[config.mk]
export PLATFORM = sky130hd
export DESIGN_NAME = nts_noncegen_arbiter
export DESIGN_NICKNAME = d
export VERILOG_FILES = /design/src/rtl/nts_pkg.sv /design/src/rtl/nts_rr_arbiter.sv /design/src/rtl/nts_noncegen_arbiter.sv
export SDC_FILE = /design/constraint.sdc
export NUM_CORES = 1
export LEC_CHECK = 0
export CORE_ASPECT_RATIO = 0.8
export CORE_MARGIN = 2
export CORE_UTILIZATION = 37
export DETAILED_ROUTE_END_ITERATION = 8
export HOLD_SLACK_MARGIN = 0.03
export PLACE_DENSITY = 0.76
export SLEW_MARGIN = 20
export SYNTH_ARGS = -nofsm -noshare
export SYNTH_HDL_FRONTEND = slang
export SYNTH_SLANG_ARGS = --single-unit
export TNS_END_PERCENT = 1
[constraint.sdc]
create_clock -name i_clk -period 2.6 [get_ports i_clk]
set_input_delay 0.52 -clock i_clk [delete_from_list [all_inputs] [get_ports i_clk]]
set_output_delay 0.52 -clock i_clk [all_outputs]
set_load 0.01 [all_outputs]
[src/rtl/nts_pkg.sv]
// nts_pkg: shared FSM encodings and defaults for the nonce generator arbiter.
package nts_pkg;

    typedef enum logic [1:0] {
        ST_IDLE    = 2'd0,
        ST_REQ     = 2'd1,
        ST_WAIT    = 2'd2,
        ST_DELIVER = 2'd3
    } state_t;

    localparam int TIMEOUT_CYCLES_DEFAULT = 1024;

    function automatic int idx_w(input int n);
        return (n > 1) ? $clog2(n) : 1;
    endfunction

endpackage

[src/rtl/nts_rr_arbiter.sv]
// nts_rr_arbiter: picks the first pending engine at or after the start index.
module nts_rr_arbiter
    import nts_pkg::*;
#(
    parameter int ENGINES = 4,
    localparam int IW = idx_w(ENGINES)
) (
    input  logic [ENGINES-1:0] pending,
    input  logic [IW-1:0]      ptr,
    output logic [ENGINES-1:0] grant,
    output logic [IW-1:0]      index,
    output logic               found
);

    logic [IW:0] k;

    always_comb begin
        grant = '0;
        index = '0;
        found = 1'b0;
        k     = '0;
        for (int i = 0; i < ENGINES; i++) begin
            k = {1'b0, ptr} + (IW+1)'(i);
            if (k >= (IW+1)'(ENGINES)) begin
                k = k - (IW+1)'(ENGINES);
            end
            if (!found && pending[k[IW-1:0]]) begin
                found = 1'b1;
                index = k[IW-1:0];
            end
        end
        if (found) begin
            grant[index] = 1'b1;
        end
    end

endmodule

[src/rtl/nts_noncegen_arbiter.sv]
// nts_noncegen_arbiter: shares one nonce generator among several engines.
// Define NTS_NONCEGEN_TIMEOUT_EN to enable the generator timeout/reissue.
module nts_noncegen_arbiter
    import nts_pkg::*;
#(
    parameter int ENGINES        = 4,
    parameter int NONCE_WIDTH    = 64,
    parameter int TIMEOUT_CYCLES = TIMEOUT_CYCLES_DEFAULT
) (
    input  logic                   i_clk,
    input  logic                   i_areset,
    input  logic [ENGINES-1:0]     i_engine_get,
    output logic [ENGINES-1:0]     o_engine_ready,
    output logic [NONCE_WIDTH-1:0] o_engine_data,
    output logic                   o_noncegen_get,
    input  logic                   i_noncegen_ready,
    input  logic [NONCE_WIDTH-1:0] i_noncegen_data,
    output logic                   o_busy,
    output logic                   o_timeout
);

    localparam int IW = idx_w(ENGINES);

    state_t                 state;
    logic [ENGINES-1:0]     pending;
    logic [ENGINES-1:0]     grant;
    logic [ENGINES-1:0]     deliver;
    logic [ENGINES-1:0]     rr_grant;
    logic [IW-1:0]          ptr;
    logic [IW-1:0]          next_ptr;
    logic [IW-1:0]          rr_index;
    logic                   rr_found;
    logic [NONCE_WIDTH-1:0] data;
    logic                   expired;

    nts_rr_arbiter #(
        .ENGINES(ENGINES)
    ) u_rr (
        .pending(pending),
        .ptr    (ptr),
        .grant  (rr_grant),
        .index  (rr_index),
        .found  (rr_found)
    );

    assign next_ptr = (rr_index == IW'(ENGINES - 1)) ? '0 : rr_index + 1'b1;
    assign deliver  = (state == ST_DELIVER) ? grant : '0;

    always_ff @(posedge i_clk or posedge i_areset) begin
        if (i_areset) begin
            state   <= ST_IDLE;
            pending <= '0;
            grant   <= '0;
            ptr     <= '0;
            data    <= '0;
        end else begin
            // A get arriving during its own delivery survives as a new request.
            pending <= (pending & ~deliver) | i_engine_get;
            unique case (state)
                ST_IDLE: begin
                    if (rr_found) begin
                        grant <= rr_grant;
                        ptr   <= next_ptr;
                        state <= ST_REQ;
                    end
                end
                ST_REQ: begin
                    if (i_noncegen_ready) begin
                        data  <= i_noncegen_data;
                        state <= ST_DELIVER;
                    end else begin
                        state <= ST_WAIT;
                    end
                end
                ST_WAIT: begin
                    if (i_noncegen_ready) begin
                        data  <= i_noncegen_data;
                        state <= ST_DELIVER;
                    end else if (expired) begin
                        state <= ST_REQ;
                    end
                end
                ST_DELIVER: state <= ST_IDLE;
                default:    state <= ST_IDLE;
            endcase
        end
    end

`ifdef NTS_NONCEGEN_TIMEOUT_EN
    localparam int CW = $clog2(TIMEOUT_CYCLES + 1);

    logic [CW-1:0] wait_cnt;
    logic          timeout_q;

    assign expired = (state == ST_WAIT) && !i_noncegen_ready
                     && (wait_cnt == CW'(TIMEOUT_CYCLES));

    always_ff @(posedge i_clk or posedge i_areset) begin
        if (i_areset) begin
            wait_cnt  <= '0;
            timeout_q <= 1'b0;
        end else begin
            timeout_q <= expired;
            if (state != ST_WAIT) begin
                wait_cnt <= '0;
            end else begin
                wait_cnt <= wait_cnt + 1'b1;
            end
        end
    end

    assign o_timeout = timeout_q;
`else
    assign expired   = 1'b0;
    // Always false: the parameter has no effect in this build.
    assign o_timeout = (TIMEOUT_CYCLES < 0);
`endif

    assign o_engine_ready = deliver;
    assign o_engine_data  = data;
    assign o_noncegen_get = (state == ST_REQ);
    assign o_busy         = (state != ST_IDLE) || (|pending);

endmodule

Figure 1. Clock wiring as the flow saved it.
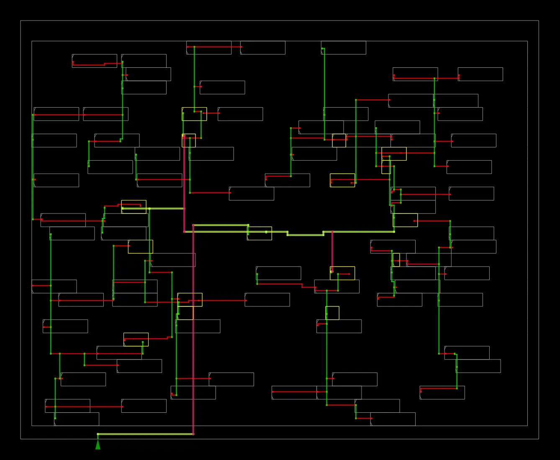
later-pin clock latency in the skew report: 0.34 ns
Flop Count: 76
P_clk: 0.799 mW
worst-case clock skew: 0.008050 ns
number of clock buffer instances in the layout: 11

Figure 2. Gate families picked out.
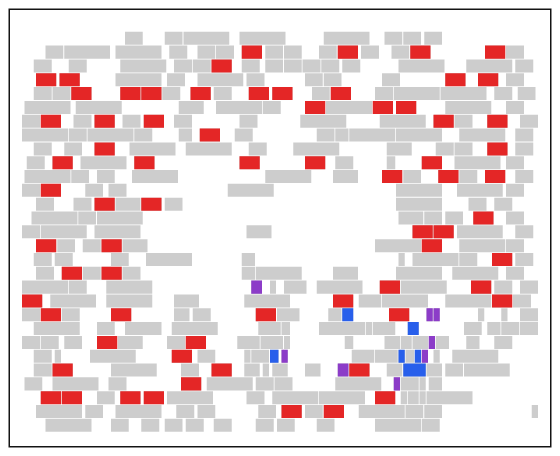
NAND gates -> purple  # cells 8, most used nand2_1
NOR gates -> blue  # cells 6, where lower right
multiplexers -> red  # cells 70, most used mux2_2, where spread over the die

==> summary.txt <==
yosys + openroad results -> outcome=finished, final reports clean, total count of max-transition violations in the final report=0, Avg Synthesized Cell Area=14.95 sq um, area growth from synthesis to final layout=55.13%, CP startpoint=state[0], worst vdd ir=0.6611 mV, f_max=0.4217 GHz, horizontal die size=106.3 um, Post-synth seq share=0.6144, total buffers and inverters traversed by the critical path=3, # IOs=142, met3 wire length=720 um, slack of the critical path=0.2285 ns, endpoint of the worst-slack reg-to-reg timing path=o_engine_data[51], Commonest Layout Cell=sky130_fd_sc_hd__clkdlybuf4s50_1, instance count of the mapped netlist=207, top power group=combinational logic, simple logic cell fraction of the synthesized area=0.02749, Clock transition at path regs=0.08 ns, total global routing track utilization=0.1533, detailed-routing iteration count for the pre-antenna-repair pass=3, count of input and output buffers=140, number of synthesized flops with an enable pin=0, post-CTS setup buffer count=0, portion of the clock cycle consumed by the worst path in the final layout=0.9121, reported max-cap violation count=0, CTS tree=yes, total placed cells including tap cells=450, instance count on the critical path=5, total routed wire length on the met1 layer=2.676 mm, filler instances=670, cell taking the most area after synthesis=sky130_fd_sc_hd__dfrtp_1, gp weighted congestion=0.7303, Critical Path RT=2.08 ns, DR WL/cell=14.18 um, worst r2r src=state[0]
==> layout make-up <==
| cell class | count | area (sq um) | area share |
|---|---|---|---|
| Clock inverter | 5 | 36.28 | 0.007556 |
| Timing Repair Buffer | 143 | 1436 | 0.2991 |
| Sequential cell | 76 | 1902 | 0.3960 |
| Multi-Input combinational cell | 111 | 1106 | 0.2303 |
| Clock buffer | 11 | 141.4 | 0.02944 |
| Inverter | 12 | 45.04 | 0.009380 |
| Tap cell | 108 | 135.1 | 0.02814 |
==> flip-flops by register name (all words and copies together), names as in the netlist <==
register       cells
o_engine_data     64
grant              4
pending            4
ptr                2
state              2
Power and IR drop assume default switching activity.
